## src/rtl/fetch_unit_pkg.sv

```systemverilog
// Shared definitions for the instruction fetch unit: next-PC select codes,
// the halt opcode and the fetch FSM state encoding.
package fetch_unit_pkg;

    typedef enum logic [1:0] {
        PC_SRC_SEQ    = 2'b00,
        PC_SRC_BRANCH = 2'b01,
        PC_SRC_REG    = 2'b10,
        PC_SRC_JUMP   = 2'b11
    } pc_src_t;

    typedef enum logic [2:0] {
        ST_IDLE  = 3'd0,
        ST_FETCH = 3'd1,
        ST_FULL  = 3'd2,
        ST_FLUSH = 3'd3,
        ST_HALT  = 3'd4
    } fetch_state_t;

    localparam logic [5:0] HALT_OPCODE = 6'b111111;

    function automatic logic is_halt(input logic [31:0] instr);
        return instr[31:26] == HALT_OPCODE;
    endfunction

endpackage

```

## src/rtl/fetch_unit_if.sv

```systemverilog
// Instruction memory request/acknowledge channel between the fetch unit
// (master) and the instruction memory (slave).
interface fetch_unit_if;
    logic        req;
    logic [31:0] addr;
    logic        ack;
    logic [31:0] rdata;

    modport master (output req, output addr, input ack, input rdata);
    modport slave  (input req, input addr, output ack, output rdata);
endinterface

```

## src/rtl/fetch_unit_next_pc.sv

```systemverilog
// Combinational next-PC select: sequential, PC-relative branch, register
// target and pseudo-direct jump; all sums wrap at 32 bits.
module next_pc
    import fetch_unit_pkg::*;
(
    input  logic [31:0] pc4,
    input  logic [31:0] imm_ext,
    input  logic [31:0] rs_data,
    input  logic [25:0] jump_index,
    input  pc_src_t     src,
    output logic [31:0] pc_next
);

    always_comb begin
        pc_next = pc4;
        case (src)
            PC_SRC_SEQ:    pc_next = pc4;
            PC_SRC_BRANCH: pc_next = pc4 + {imm_ext[29:0], 2'b00};
            PC_SRC_REG:    pc_next = rs_data;
            PC_SRC_JUMP:   pc_next = {pc4[31:28], jump_index, 2'b00};
            default:       pc_next = pc4;
        endcase
    end

endmodule

```

## src/rtl/fetch_unit.sv

```systemverilog
// Instruction fetch unit: owns PC and IR, runs the instruction memory
// handshake through a one-word fetch buffer and stalls IR loads until data arrives.
//
// state | meaning
// IDLE  | out of reset, fetch of PC starts next cycle
// FETCH | request outstanding, data will be kept
// FULL  | fetch buffer holds the word at PC
// FLUSH | request outstanding for a stale PC, data will be dropped
// HALT  | halt opcode loaded, frozen until reset
module fetch_unit
    import fetch_unit_pkg::*;
#(
    parameter logic [31:0] RESET_PC = 32'h0000_0000
)
(
    input  logic                CLK,
    input  logic                Reset,
    input  logic                PCWre,
    input  logic [1:0]          PCSrc,
    input  logic [31:0]         ImmExt,
    input  logic [31:0]         RsData,
    input  logic                IRWre,
    fetch_unit_if.master        imem,
    output logic [31:0]         PC,
    output logic [31:0]         PC4,
    output logic [31:0]         IR,
    output logic [5:0]          opcode,
    output logic                ir_valid,
    output logic                stall,
    output logic                halted
);

    fetch_state_t state;
    logic [31:0]  fetch_addr;
    logic [31:0]  buffer;
    logic         req_q;

    logic [31:0]  pc_next;
    logic         fetch_done;
    logic         ir_load;
    logic [31:0]  ir_src;
    logic         halt_load;
    logic         pc_load;
    logic [31:0]  pc_new;

    assign PC4       = PC + 32'd4;
    assign opcode    = IR[31:26];
    assign imem.req  = req_q;
    assign imem.addr = fetch_addr;

    next_pc u_next_pc (
        .pc4        (PC4),
        .imm_ext    (ImmExt),
        .rs_data    (RsData),
        .jump_index (IR[25:0]),
        .src        (pc_src_t'(PCSrc)),
        .pc_next    (pc_next)
    );

    // An acked word in FETCH can go straight into IR without passing through the buffer.
    always_comb begin
        fetch_done = (state == ST_FETCH) && imem.ack;
        ir_load    = IRWre && ((state == ST_FULL) || fetch_done);
        ir_src     = (state == ST_FULL) ? buffer : imem.rdata;
        halt_load  = ir_load && is_halt(ir_src);
        pc_load    = PCWre && (state != ST_HALT) && !halt_load;
        pc_new     = pc_load ? pc_next : PC;
    end

    assign stall = !Reset && IRWre && !ir_load && (state != ST_HALT);

    always_ff @(posedge CLK or posedge Reset) begin
        if (Reset) begin
            state      <= ST_IDLE;
            PC         <= RESET_PC;
            IR         <= 32'h0000_0000;
            ir_valid   <= 1'b0;
            halted     <= 1'b0;
            req_q      <= 1'b0;
            fetch_addr <= RESET_PC;
            buffer     <= 32'h0000_0000;
        end else begin
            // IR takes the old buffer first; a same-cycle PC write then invalidates it.
            if (ir_load) begin
                IR       <= ir_src;
                ir_valid <= 1'b1;
            end
            if (pc_load) begin
                PC       <= pc_next;
                ir_valid <= 1'b0;
            end

            if (halt_load) begin
                state  <= ST_HALT;
                halted <= 1'b1;
                req_q  <= 1'b0;
            end else begin
                case (state)
                    ST_IDLE: begin
                        state      <= ST_FETCH;
                        req_q      <= 1'b1;
                        fetch_addr <= pc_new;
                    end
                    ST_FETCH: begin
                        if (pc_load && imem.ack) begin
                            fetch_addr <= pc_new;
                        end else if (pc_load) begin
                            state <= ST_FLUSH;
                        end else if (imem.ack) begin
                            state  <= ST_FULL;
                            req_q  <= 1'b0;
                            buffer <= imem.rdata;
                        end
                    end
                    ST_FLUSH: begin
                        // Address must hold until the stale request completes.
                        if (imem.ack) begin
                            state      <= ST_FETCH;
                            fetch_addr <= pc_new;
                        end
                    end
                    ST_FULL: begin
                        if (pc_load) begin
                            state      <= ST_FETCH;
                            req_q      <= 1'b1;
                            fetch_addr <= pc_new;
                        end
                    end
                    ST_HALT: begin
                        state <= ST_HALT;
                    end
                    default: begin
                        state <= ST_IDLE;
                        req_q <= 1'b0;
                    end
                endcase
            end
        end
    end

endmodule

```

## src/flat_wrapper.sv

```systemverilog
// flat-port wrapper written by rule: the top's interface ports become plain ports
module fetch_unit_flat import fetch_unit_pkg::*;
#(
    parameter logic [31:0] RESET_PC = 32'h0000_0000
)
  (CLK, Reset, PCWre, PCSrc, ImmExt, RsData, IRWre, PC, PC4, IR, opcode, ir_valid, stall, halted, imem_req, imem_addr, imem_ack, imem_rdata);
  fetch_unit_if imem_i ();
  input  logic CLK;
  input  logic Reset;
  input  logic PCWre;
  input  logic [1:0] PCSrc;
  input  logic [31:0] ImmExt;
  input  logic [31:0] RsData;
  input  logic IRWre;
  output logic [31:0] PC;
  output logic [31:0] PC4;
  output logic [31:0] IR;
  output logic [5:0] opcode;
  output logic ir_valid;
  output logic stall;
  output logic halted;
  output wire logic [$bits(imem_i.req)-1:0] imem_req;
  output wire logic [$bits(imem_i.addr)-1:0] imem_addr;
  input wire logic [$bits(imem_i.ack)-1:0] imem_ack;
  input wire logic [$bits(imem_i.rdata)-1:0] imem_rdata;
  assign imem_req = imem_i.req;
  assign imem_addr = imem_i.addr;
  assign imem_i.ack = imem_ack;
  assign imem_i.rdata = imem_rdata;
  fetch_unit #(.RESET_PC(RESET_PC)) u_core (.CLK(CLK), .Reset(Reset), .PCWre(PCWre), .PCSrc(PCSrc), .ImmExt(ImmExt), .RsData(RsData), .IRWre(IRWre), .imem(imem_i), .PC(PC), .PC4(PC4), .IR(IR), .opcode(opcode), .ir_valid(ir_valid), .stall(stall), .halted(halted));
endmodule
```

## config.mk

```make
export PLATFORM = sky130hd
export DESIGN_NAME = fetch_unit_flat
export DESIGN_NICKNAME = d
export VERILOG_FILES = /design/src/rtl/fetch_unit_pkg.sv /design/src/rtl/fetch_unit_if.sv /design/src/rtl/fetch_unit_next_pc.sv /design/src/rtl/fetch_unit.sv /design/src/flat_wrapper.sv
export SDC_FILE = /design/constraint.sdc
export NUM_CORES = 1
export LEC_CHECK = 0
export ABC_AREA = 0
export CAP_MARGIN = 20
export CORE_MARGIN = 5
export CORE_UTILIZATION = 53
export CTS_CLUSTER_DIAMETER = 40
export DETAILED_ROUTE_END_ITERATION = 7
export PLACE_DENSITY_LB_ADDON = 0.08
export SYNTH_ARGS = -nofsm -noshare
export SYNTH_HDL_FRONTEND = slang
export SYNTH_HIERARCHICAL = 1
export SYNTH_SLANG_ARGS = --single-unit
export TNS_END_PERCENT = 50
```

## constraint.sdc

```tcl
create_clock -name CLK -period 11 [get_ports CLK]
set_clock_uncertainty 0.1 [all_clocks]
set_input_delay 3.3 -clock CLK [delete_from_list [all_inputs] [get_ports CLK]]
set_output_delay 3.3 -clock CLK [all_outputs]
set_load 0.01 [all_outputs]
```

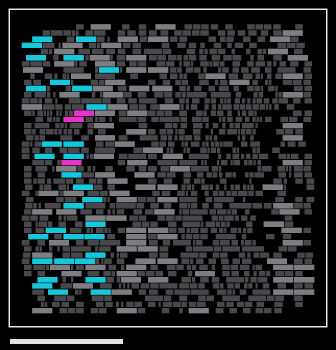
*Register map, names as in the netlist, run 1*
Scale bar: 50 um. Other sequential cells in the stronger gray, the rest of the logic in the fainter gray.
u_core/buffer: in cyan, placed flops 32, where a column on the left. u_core/state: in magenta, placed flops 3.
Seq. pwr: 0.941 mW
utilization after layout: 71.8%
flop share of the area: 28.3%

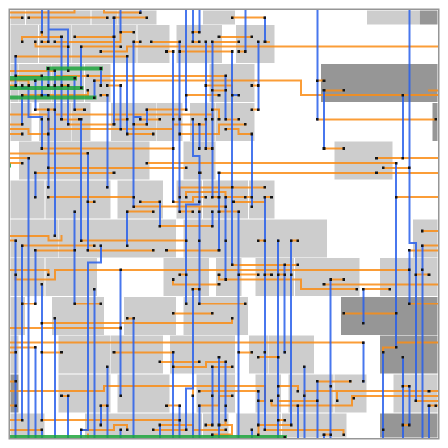
*Close-up of the layout, run 1*
Window x 90 to 120, y 20 to 50 um. Cells in gray, sequential cells in the stronger gray; small squares are vias.
met2: in blue. met1: in orange. met3: in green.
57 logic cells have their middle in the window. Most frequent: clkdlybuf4s50_1 (9), xnor2_1 (6), ha_1 (6). Sequential cells in the window: 2. Netlist names of flops here include u_core/PC (2).

==> run_results.csv, run 1 <==
group,metric,value,unit
outcome,status,"complete, no violations",
clock_tree,postCtsSetupRepairBufs,0,
setup_path,cp_data_required_time,7.60,ns
clock_tree,cts_buffers,17,
routing,antenna_left,0,
sta,fmax,123,MHz
synth,synthArstFlopShare,100,%
placement,portBuffers,238,
setup_path,cp-startpoint,"imem_ack",
clock_tree,postCtsHoldBufs,0,
setup_path,crit_path_end,"stall",
global_routing,antenna_found_initial,1,
clock_tree,cts_resized,0,
flow_run,warning_count,28,
sta,grt_setup_unrepaired,"false",
synth,synth_cell_types,64,
finish,final_cell_mix,"clkdlybuf4s50_1, dfrtp_1, mux2_2, nand2_1, o21ai_0",
setup_path,slowest_delay,0.58,ns
sta,final-hold-violation-count,0,
sta,hold_ws,0.384,ns
hold_path,min_path_type,"reg2reg",
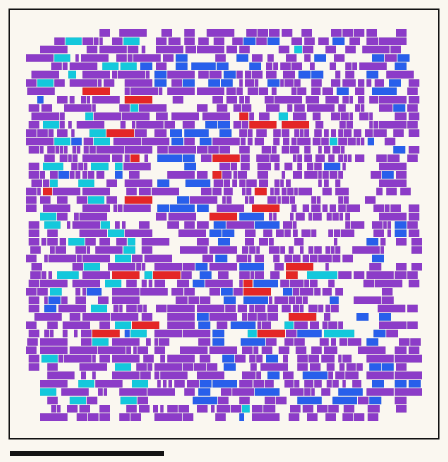
*Sizing map, run 1*
Scale bar: 50 um.
drive 2: in blue, cells 108. drive 3 to 4: in cyan, cells 51. drive 1 or less: in purple, cells 843. drive 6 and up: in red, cells 24.
post-route cell area: 11900 sq um
number of non-clock buffers in the layout: 245
Final WS setup: 2.86 ns

run 1: kinds of logic after synthesis:
group | count (synthesis) | share of synthesized area, %
fa+ha+maj | 31 | 4.46
buf+inv | 67 | 3.98
compound gates | 152 | 11.1
mux | 189 | 27.5
simple gates | 173 | 9.78
xor+xnor | 54 | 5.33
flops | 134 | 37.8
run 1: per-layer routing:
layer | wire, um | vias to the layer above | share of wire (%) | GRT usage (%)
met2 | 12100 | 256 | 47 | 41.7
met1 | 11300 | 3470 | 44 | 35.1
met3 | 1820 | 42 | 7.0 | 6.35
li1 | - | 3363 | - | -
met4 | 652 | 0 | 2.5 | 8.39
met5 | 0 | - | 0 | 0
run 1: sequential cells by signal, indices dropped and copies added (netlist names):
register,count
u_core/PC,32
u_core/imem.req,1
u_core/IR,32
u_core/state,3
u_core/buffer,32
u_core/halted,1
u_core/imem.addr,32
u_core/ir_valid,1
run 1: area by class of cell:
type                    count  area (sq um)
repair buffers            245          2430
well taps                 220           275
diodes                      1          2.50
fillers                  1230          4660
clock inverters            14           120
clock buffers              18           429
multi-input cells         599          5190
inverters                  16          65.1
flip-flops and latches    134          3350
run 1: power groups by stage:
| stage | clock network, mW | logic, mW | registers, mW |
|---|---|---|---|
| 2_1_floorplan | 0 | 1.05 | 0.959 |
| 3_3_place_gp | 0 | 1.86 | 0.931 |
| 3_5_place_dp | 0 | 1.88 | 0.943 |
| 4_1_cts | 0.542 | 1.90 | 0.937 |
| 5_1_grt | 0.564 | 2.03 | 0.975 |
| 6_report | 0.531 | 1.90 | 0.941 |
run 1: critical path, delay by kind of cell:
family	cells	cell delay, ns
simple gates	2	0.29
compound gates	1	0.07
buf+inv	2	1.07
==> run 1 -> run 2 <==
--- a/config.mk
+++ b/config.mk
@@ -8,7 +8,7 @@
 export ABC_AREA = 0
 export CAP_MARGIN = 20
 export CORE_MARGIN = 5
-export CORE_UTILIZATION = 53
+export CORE_UTILIZATION = 45
 export CTS_CLUSTER_DIAMETER = 40
 export DETAILED_ROUTE_END_ITERATION = 7
 export PLACE_DENSITY_LB_ADDON = 0.08
==> constraint.sdc (replaced) <==
create_clock -name CLK -period 7 [get_ports CLK]
set_clock_uncertainty 0.1 [all_clocks]
set_input_delay 2.1 -clock CLK [delete_from_list [all_inputs] [get_ports CLK]]
set_output_delay 2.1 -clock CLK [all_outputs]
set_load 0.01 [all_outputs]
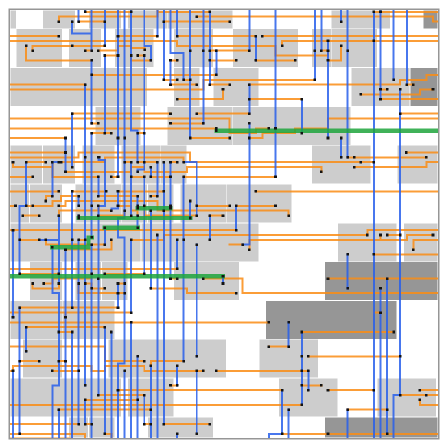
*Close-up of the layout, run 2*
Window x 98 to 128, y 23 to 53 um. Cells in gray, sequential cells in the stronger gray; small squares are vias.
met2: in blue. met1: in orange. met3: in green.
Netlist names of flops here include u_core/PC (3). Most frequent: mux2_2 (8), xnor2_1 (5), ha_1 (5). 51 logic cells have their middle in the window. Sequential cells in the window: 3.

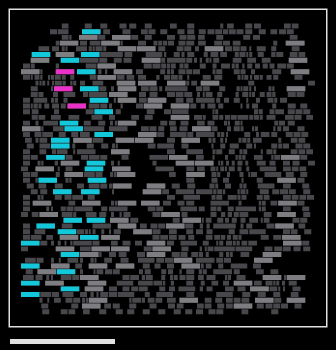
*Register map, names as in the netlist, run 2*
Scale bar: 50 um. Other sequential cells in the stronger gray, the rest of the logic in the fainter gray.
u_core/state: in magenta, placed flops 3. u_core/buffer: in cyan, placed flops 32, where a column on the left.
Another 99 sequential cells are not colored.
Seq. pwr: 1.48 mW
flop share of the area: 27.9%
register area: 3350 sq um
utilization after layout: 61.7%

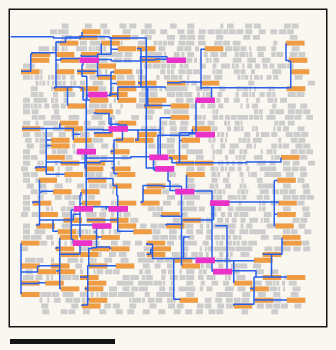
*Clock wires, drivers and flops, run 2*
Scale bar: 50 um.
clock wires: in blue, length 1970 um. flip-flops: in orange, count 134. cells driving clock nets: in magenta, count 17.
There are 18 routed clock nets.
Clock power frac: 17.3%
Power Clock: 0.935 mW

==> run_results.csv, run 2 <==
group,metric,value,unit
outcome,status,"complete, no violations",
synth,synth.cellmix.adderShare,4.46,%
clock_tree,cts_buffers,17,
finish,final_cell_mix,"clkdlybuf4s50_1, dfrtp_1, mux2_2, nand2_1, o21ai_0",
synth,ys_sh_simple,9.78,%
global_routing,antenna_found_initial,1,
placement,portBuffers,238,
finish,n_all_buffers,247,
routing,wl_met2,12300,um
global_routing,grt_use_met2,36.2,%
sta,grt_setup_unrepaired,"false",
finish,inverters,16,
routing,wl_met3,1940,um
finish,flops,134,
synth,logic_family,"multiplexers",
finish,logic_area,5190,sq um
floorplanning,nWellTaps,265,
setup_path,path_buffers,2,
finish,comb_area_share,43.2,%
synth,mux_share,27.5,%
setup_path,crit_family,"buffers and inverters",
synth,synthArstFlopShare,100,%
finish,nonClkBufAreaFrac,20.5,%
setup_path,slowest_delay,0.58,ns
sta,hold_ws,0.374,ns
finish,clkCellAreaFrac,5.07,%
finish,design_area,12000,sq um
sta,fmax,175,MHz
## run 2: cell counts after synthesis
Identical to the previous run, type by type.
## run 2: path summary, 6_finish.rpt
kind                       cells past startpoint                 startpoint                               end  slack [ns]
max reg2reg                                   15     u_core/PC[9]$_DFF_PP0_  u_core/imem.addr[28]$_DFFE_PP0P_        2.07
max in group asynchronous                      4                      Reset     u_core/buffer[21]$_DFFE_PP0P_        3.74
min                                            1  u_core/halted$_DFFE_PP0P_         u_core/halted$_DFFE_PP0P_        0.37
min in group asynchronous                      2                      Reset         u_core/IR[26]$_DFFE_PP0P_        1.99
max                                            5                   imem_ack                             stall        1.27
min reg2reg                                    1  u_core/halted$_DFFE_PP0P_         u_core/halted$_DFFE_PP0P_        0.37
## run 2: worst register-to-register path, cell delays in order, from the launching register on
cell	delay, ns
dfrtp_1	0.48
and4_1	0.32
nand4_1	0.25
nor3_1	0.66
nand3_1	0.18
xnor2_1	0.43
ha_1	0.40
a21o_1	0.19
a21oi_1	0.13
o21bai_1	0.11
a2111oi_0	0.39
a21oi_1	0.17
xor2_1	0.17
a221o_1	0.33
mux2_2	0.26
mux2_1	0.27
## run 2: cells by family after synthesis
family | after synthesis
xor gates and xnor gates | 54
AOI/OAI and AO/OA | 152
DFF | 134
adders and majority gates | 31
buffers and inverters | 67
muxes | 189
and+or+nand+nor | 173
## run 2: power breakdown
group	total, mW	leakage [nW]	switching, mW	internal (mW)
Sequential	1.48	1.61	0.362	1.12
Clock	0.935	0.302	0.362	0.573
Combinational	2.98	3.07	1.37	1.61
==> run 2 -> run 3 <==
--- a/config.mk
+++ b/config.mk
@@ -8,7 +8,7 @@
 export ABC_AREA = 0
 export CAP_MARGIN = 20
 export CORE_MARGIN = 5
-export CORE_UTILIZATION = 45
+export CORE_UTILIZATION = 50
 export CTS_CLUSTER_DIAMETER = 40
 export DETAILED_ROUTE_END_ITERATION = 7
 export PLACE_DENSITY_LB_ADDON = 0.08
==> constraint.sdc (replaced) <==
create_clock -name CLK -period 5.5 [get_ports CLK]
set_clock_uncertainty 0.1 [all_clocks]
set_input_delay 1.65 -clock CLK [delete_from_list [all_inputs] [get_ports CLK]]
set_output_delay 1.65 -clock CLK [all_outputs]
set_load 0.01 [all_outputs]
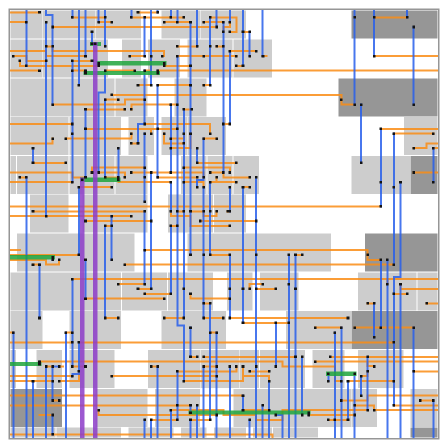
*Close-up of the layout, run 3*
Window x 92 to 122, y 21 to 51 um. Cells in gray, sequential cells in the stronger gray; small squares are vias.
met4: in purple. met3: in green. met1: in orange. met2: in blue.
59 logic cells have their middle in the window. Sequential cells in the window: 4. Netlist names of flops here include u_core/PC (3), u_core/imem.addr (1). Most frequent: clkdlybuf4s50_1 (7), xnor2_1 (7), ha_1 (6).

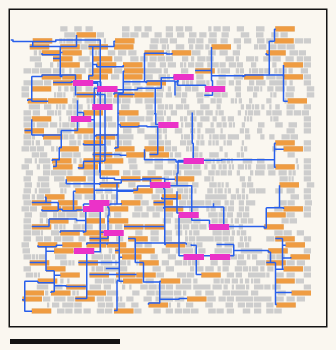
*Clock wires, drivers and flops, run 3*
Scale bar: 50 um.
cells driving clock nets: in magenta, count 17. flip-flops: in orange, count 134. clock wires: in blue, length 1990 um.
Position of the flops: all over the die. There are 18 routed clock nets.

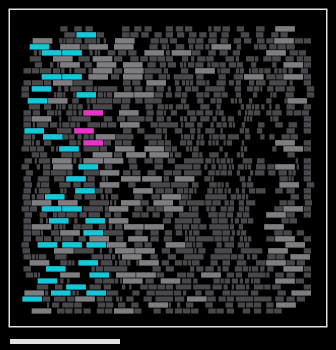
*Register map, names as in the netlist, run 3*
Scale bar: 50 um. Other sequential cells in the stronger gray, the rest of the logic in the fainter gray.
u_core/state: in magenta, placed flops 3. u_core/buffer: in cyan, placed flops 32, where a column on the left.

==> run_results.csv, run 3 <==
group,metric,value,unit
sta,fin_crit_sh,91.4,%
clock_tree,cts_buffers,17,
clock_tree,postCtsSetupRepairBufs,0,
placement,portBuffers,238,
sta,grt_setup_unrepaired,"false",
synth,synthArstFlopShare,100,%
sta,slew_headroom,26.5,%
setup_path,ff2ff_path_depth,14,
hold_path,min_path_cells,1,
setup_path,criticalPathCategory,"reg2out",
synth,yosysChipArea,8870,sq um
sta,hold_ws,0.393,ns
clock_tree,cts_tree,"yes",
hold_path,min_path_type,"reg2reg",
setup_path,path_buffers,1,
hold_path,hp-start,"u_core/imem.addr[9]$_DFFE_PP0P_",
setup_path,slowest_delay,0.65,ns
global_routing,antenna_found_initial,1,
global_routing,grt_pass1_vias,7261,
synth,ys.flop_type,"dfrtp_1",
outcome,status,"complete, no violations",
sta,worst_pin_slew,1.10,ns
flow_run,maxCapViolCount,0,
synth,yosysMostFrequentCell,"dfrtp_1",
finish,final_util,69.0,%
finish,final_cell_mix,"clkdlybuf4s50_1, dfrtp_1, mux2_2, nand2_1, o21ai_0",
setup_path,crit_family,"simple AND/OR/NAND/NOR gates",
hold_path,holdPathEnd,"u_core/imem.addr[9]$_DFFE_PP0P_",
finish,design_area,12000,sq um
sta,fmax,199,MHz
setup_path,r2r_slack,0.62,ns
floorplanning,die_area,20500,sq um
routing,wl_per_cell,20.7,um
finish,nNetsFinal,1154,
setup_path,r2r-end,"u_core/imem.addr[25]$_DFFE_PP0P_",
setup_path,worstReg2RegStart,"u_core/PC[5]$_DFF_PP0_",
setup_path,cp_num_cells,6,
floorplanning,ios,241,
setup_path,cp_data_required_time,3.75,ns
run 3: cell counts after synthesis:
Identical to the previous run, type by type.
run 3: cell families after synthesis:
family                   count (synthesis)  share of synthesized area, %
buffers and inverters                   67                          3.98
flip-flops                             134                          37.8
AND/OR/NAND/NOR                        173                          9.78
XOR/XNOR                                54                          5.33
multiplexers                           189                          27.5
adder cells (fa/ha/maj)                 31                          4.46
AND-OR/OR-AND                          152                          11.1
run 3: how the worst max path moves through the flow:
stage / startpoint / endpoint / slack [ns]
5_1_grt: u_core/PC[5]$_DFF_PP0_ / u_core/imem.addr[25]$_DFFE_PP0P_ / 0.35
4_1_cts: u_core/PC[5]$_DFF_PP0_ / PC4[26] / 0.52
6_report: u_core/PC[5]$_DFF_PP0_ / PC4[30] / 0.47
3_5_place_dp: ImmExt[0] / u_core/imem.addr[20]$_DFFE_PP0P_ / 0.15
3_3_place_gp: ImmExt[0] / u_core/imem.addr[20]$_DFFE_PP0P_ / 0.15
2_1_floorplan: Reset / u_core/IR[0]$_DFFE_PP0P_ / 0.17
run 3: power by group:
group / internal (mW) / leakage, nW / switching [mW]
clock: 0.635 / 0.272 / 0.489
sequential: 1.43 / 1.61 / 0.452
combinational: 2.08 / 3.10 / 1.75
run 3: cell type report:
type                            count  area, sq um
Clock inverter                     14          141
Timing Repair Buffer              252         2510
Clock buffer                       18          429
Tap cell                          225          282
Sequential cell                   134         3350
Multi-Input combinational cell    599         5190
Fill cell                        1381         5380
Antenna cell                        2         5.00
Inverter                           16         65.1
run 3: per-layer routing:
layer	share of wire (%)	vias to the layer above	wire length [um]	global-route usage [%]
li1	-	3396	-	-
met1	44	3539	11400	34.6
met2	46	274	12100	39.6
met3	7.2	51	1870	6.26
met4	2.9	0	752	8.75
met5	0	-	0	0
No activity file was given, so power comes from the tool's default toggle rates.
